[src/rtl/sdm_pkg.sv]
// Shared constants and types for the fractional-N delta-sigma modulator
// and the multi-modulus divider that consumes its offset.
package sdm_pkg;

  localparam int ACC_W_DEFAULT  = 16;
  localparam int LFSR_W_DEFAULT = 15;
  // Polynomial x^W + x^(W-1) + 1: feedback taps are the two top bits.
  localparam int LFSR_TAP_HI    = 1;  // offset from MSB of first tap
  localparam int LFSR_SEED      = 1;
  localparam int OFFSET_W       = 4;

  typedef logic signed [OFFSET_W-1:0] offset_t;

  // Widen a single carry bit into the signed offset domain.
  function automatic offset_t carry_to_offset(input logic c);
    return offset_t'({{(OFFSET_W-1){1'b0}}, c});
  endfunction

endpackage

[src/rtl/sdm_acc_stage.sv]
// One accumulator stage: registered W-bit accumulator plus addend and
// carry-in. Exposes the wrapped sum (feeds the next stage) and carry out.
module sdm_acc_stage #(
  parameter int W = 16
) (
  input  logic         clk,
  input  logic         rst_n,
  input  logic         en_i,
  input  logic         clr_i,
  input  logic [W-1:0] addend_i,
  input  logic         cin_i,
  output logic [W-1:0] sum_o,
  output logic         carry_o
);

  logic [W-1:0] acc_q;
  logic [W:0]   sum_full;

  assign sum_full = {1'b0, acc_q} + {1'b0, addend_i} + {{W{1'b0}}, cin_i};
  assign sum_o    = sum_full[W-1:0];
  assign carry_o  = sum_full[W];

  // Accumulator register: synchronous clear wins over enable.
  always_ff @(posedge clk or negedge rst_n) begin
    if (!rst_n) begin
      acc_q <= '0;
    end else if (clr_i) begin
      acc_q <= '0;
    end else if (en_i) begin
      acc_q <= sum_full[W-1:0];
    end
  end

endmodule

[src/rtl/frac_n_sdm.sv]
// Fractional-N delta-sigma modulator: first-order or MASH 1-1-1 with
// optional LFSR dither. Produces the divider modulus select (x) and a
// signed multi-modulus offset. Clocked by the divider output.
module frac_n_sdm
  import sdm_pkg::*;
#(
  parameter int ACC_W  = ACC_W_DEFAULT,
  parameter int LFSR_W = LFSR_W_DEFAULT
) (
  input  logic             clk,
  input  logic             rst_n,
  input  logic             enable,
  input  logic [ACC_W-1:0] frac_word,
  input  logic             frac_load,
  output logic             frac_ack,
  input  logic             mash_mode,
  input  logic             dither_en,
  output logic             x,
  output offset_t          div_offset
);

  logic [ACC_W-1:0]  frac_act_q;
  logic              frac_ack_q;
  logic              mode_q;
  logic [LFSR_W-1:0] lfsr_q;
  logic              c2_d_q, c3_d_q, c3_dd_q;
  logic              x_q;
  offset_t           off_q;

  logic              mode_chg;
  logic              hi_run;
  logic              hi_clr;
  logic              dither_bit;
  logic              lfsr_fb;
  offset_t           y_d;

  logic [ACC_W-1:0]  stage_sum [3];
  logic              stage_carry [3];

  // A mode change clears the higher stages and delays at that same edge;
  // mode 0 keeps them parked at zero.
  assign mode_chg   = mash_mode ^ mode_q;
  assign hi_run     = enable & mash_mode & ~mode_chg;
  assign hi_clr     = ~mash_mode | mode_chg;
  assign dither_bit = dither_en & lfsr_q[0];
  assign lfsr_fb    = lfsr_q[LFSR_W-1] ^ lfsr_q[LFSR_W-1-LFSR_TAP_HI];

  genvar gi;
  generate
    for (gi = 0; gi < 3; gi++) begin : g_stage
      if (gi == 0) begin : g_first
        sdm_acc_stage #(.W(ACC_W)) u_stage (
          .clk      (clk),
          .rst_n    (rst_n),
          .en_i     (enable),
          .clr_i    (1'b0),
          .addend_i (frac_act_q),
          .cin_i    (dither_bit),
          .sum_o    (stage_sum[gi]),
          .carry_o  (stage_carry[gi])
        );
      end else begin : g_higher
        sdm_acc_stage #(.W(ACC_W)) u_stage (
          .clk      (clk),
          .rst_n    (rst_n),
          .en_i     (hi_run),
          .clr_i    (hi_clr),
          .addend_i (stage_sum[gi-1]),
          .cin_i    (1'b0),
          .sum_o    (stage_sum[gi]),
          .carry_o  (stage_carry[gi])
        );
      end
    end
  endgenerate

  // MASH noise cancellation; higher stages contribute nothing unless running.
  always_comb begin
    y_d = carry_to_offset(stage_carry[0]);
    if (hi_run) begin
      y_d = carry_to_offset(stage_carry[0])
          + carry_to_offset(stage_carry[1]) - carry_to_offset(c2_d_q)
          + carry_to_offset(stage_carry[2])
          - (carry_to_offset(c3_d_q) <<< 1)
          + carry_to_offset(c3_dd_q);
    end
  end

  // Carry delay line for the differentiators.
  always_ff @(posedge clk or negedge rst_n) begin
    if (!rst_n) begin
      c2_d_q  <= 1'b0;
      c3_d_q  <= 1'b0;
      c3_dd_q <= 1'b0;
    end else if (hi_clr) begin
      c2_d_q  <= 1'b0;
      c3_d_q  <= 1'b0;
      c3_dd_q <= 1'b0;
    end else if (hi_run) begin
      c2_d_q  <= stage_carry[1];
      c3_dd_q <= c3_d_q;
      c3_d_q  <= stage_carry[2];
    end
  end

  // Dither LFSR advances only while dithering an enabled modulator.
  always_ff @(posedge clk or negedge rst_n) begin
    if (!rst_n) begin
      lfsr_q <= LFSR_W'(LFSR_SEED);
    end else if (enable && dither_en) begin
      lfsr_q <= {lfsr_q[LFSR_W-2:0], lfsr_fb};
    end
  end

  // Word load (independent of enable), mode tracking and registered outputs.
  always_ff @(posedge clk or negedge rst_n) begin
    if (!rst_n) begin
      frac_act_q <= '0;
      frac_ack_q <= 1'b0;
      mode_q     <= 1'b0;
      x_q        <= 1'b0;
      off_q      <= '0;
    end else begin
      if (frac_load) begin
        frac_act_q <= frac_word;
      end
      frac_ack_q <= frac_load;
      mode_q     <= mash_mode;
      x_q        <= enable & stage_carry[0];
      if (!enable) begin
        off_q <= '0;
      end else if (mash_mode) begin
        off_q <= y_d;
      end else begin
        off_q <= carry_to_offset(stage_carry[0]);
      end
    end
  end

  assign frac_ack   = frac_ack_q;
  assign x          = x_q;
  assign div_offset = off_q;

endmodule

[config.mk]
export PLATFORM = sky130hd
export DESIGN_NAME = frac_n_sdm
export DESIGN_NICKNAME = d
export VERILOG_FILES = /design/src/rtl/sdm_pkg.sv /design/src/rtl/sdm_acc_stage.sv /design/src/rtl/frac_n_sdm.sv
export SDC_FILE = /design/constraint.sdc
export NUM_CORES = 1
export LEC_CHECK = 0
export CORE_ASPECT_RATIO = 0.75
export CORE_MARGIN = 2
export CORE_UTILIZATION = 66
export CTS_CLUSTER_SIZE = 25
export DETAILED_ROUTE_END_ITERATION = 8
export PLACE_DENSITY = 0.95
export SLEW_MARGIN = 20
export SYNTH_ARGS = -nofsm -noshare
export SYNTH_HDL_FRONTEND = slang
export SYNTH_SLANG_ARGS = --single-unit
[constraint.sdc]
create_clock -name clk -period 8 [get_ports clk]
set_clock_uncertainty 0.2 [all_clocks]
set_input_delay 2 -clock clk [delete_from_list [all_inputs] [get_ports clk]]
set_output_delay 2 -clock clk [all_outputs]
set_load 0.01 [all_outputs]
==> images/m1.png <==
Scale bar: 20 um. Supply wires on this layer in gray.
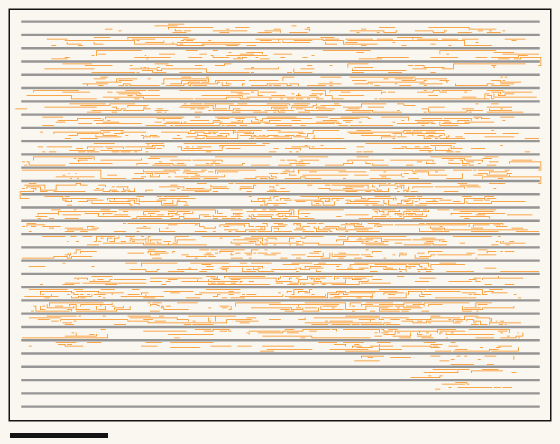
- main direction: horizontal
- longest straight run: 30.8 um
- share of all routed wire: 43%
DR vias: 4405
met1 global-route usage: 34.7%
Routed WL: 12.5 mm

==> images/m2.png <==
Scale bar: 20 um.
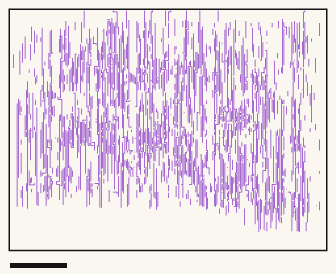
- share of all routed wire: 50%
- nets with wire on the layer: 615
- wire length on this layer: 6270 um
- longest straight run: 40.8 um
met2 usage: 48.2%

==> images/m3.png <==
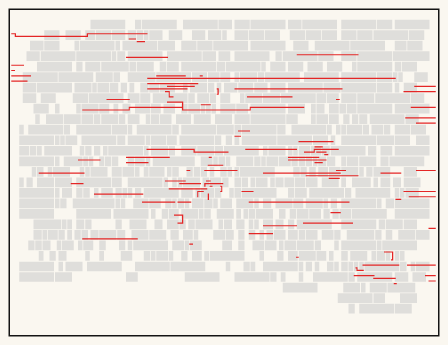
- main direction: horizontal
- share of all routed wire: 5.6%
- longest straight run: 63.9 um
- wire length on this layer: 698 um

==> out/metrics.yaml <==
buffers: 28
synth_area_leader_cell: "dfrtp_1"
setup_viol: 0
logic_area_um2: 3220
ys_async_sr_fraction_pct: 100
area_growth_pct: 12.1
largest_reg_flops: 32
top_logic_kind: "AND-OR/OR-AND gates"
fin_ws_ns: 0.483
ant_nets: 0
first_pass_iters: 5
dr_wl_met3_um: 697
peakVddDrop_v: 0.000252
outcome: "finished, final reports clean"
yosys-stat-cells: 578
worstSkewPairLatency_ns: 0.35
dp_cells: 696
layout_top_cell: "dfrtp_1"
cts_resized: 0
cts-root-buf: "clkbuf_16"
endpoint: "div_offset[2]$_DFF_PN0_"
netSwitchingPower_mw: 1.11
period_used_pct: 94.0
min_path_cells: 2
min_from: "lfsr_q[0]$_DFFE_PN1P_"
place.gp.congestion: 0.875
seq_cells: 89
startpoint: "dither_en"
r2r_cells: 24
r2r_end: "div_offset[2]$_DFF_PN0_"
yosysWarnings: 0
min_period_ns: 7.52
cap_violations: 0
dr_wl_met2_mm: 6.27
grt_max_degree: 90
synthFlopType: "dfrtp_1"
grtUsageTotal_pct: 28.0
comb_cells: 441
reg.largest.list: "g_stage.g_higher.u_stage.acc_q: 32 flops, frac_act_q: 16 flops, g_stage.g_first.u_stage.acc_q: 16 flops"
edf_count: 0
overflow: 0
setup.worst_path.end_class: "flop"
synthAdderAreaFrac_pct: 14.6
drtIter0Drc: 299
seq-cell-share_pct: 35.3
max_freq_mhz: 133
register_area_um2: 2230
comb_area_share_pct: 51.1
hold_slack_ns: 0.292
final_cell_area_um2: 6310
leakage_nw: 2.89
wl_per_cell_um: 17.6
mux_share_pct: 8.80
maxPowerGroup: "combinational cells"
path_depth: 27
critPathBufInv: 2
die_x_um: 111
grt_first_pass_wirelength_mm: 21.1
clkCellAreaFrac_pct: 5.23
top_usage_layer: "met2"
nWellTaps: 108
post_drt_via_cell_ratio: 6.19
netlist_instances: 578
clkSlewWorstSetupHoldPaths_ns: 0.06
hold_end: "lfsr_q[0]$_DFFE_PN1P_"
cts.sinks: 89
buf_share_pct: 4.42
yosys-stat-area_um2: 5630
p_clk_mw: 0.467
area_leaders: "dfrtp_1 (39%), ha_1 (12%), mux2_2 (8.8%)"
ff2ff_setup_slack_ns: 2.09
synth_top_area_share_pct: 39.1
relSlewSlack_pct: 31.6
port_buffers: 27
highest_layer: "met4"
top_cells_by_count: "dfrtp_1 (88), nand2_1 (71), a21oi_1 (59)"
most_common_cell: "dfrtp_1"
n_clock_buffer: 11
lay_top_cells: "dfrtp_1 (88), nand2_1 (71), a21oi_1 (59)"
fp_util_pct: 67.2
synth.cell_area_um2: 5630
swShare_pct: 43.1
tns_ns: 0
simple_gate_area_share_pct: 12.4
instances_no_fill: 712
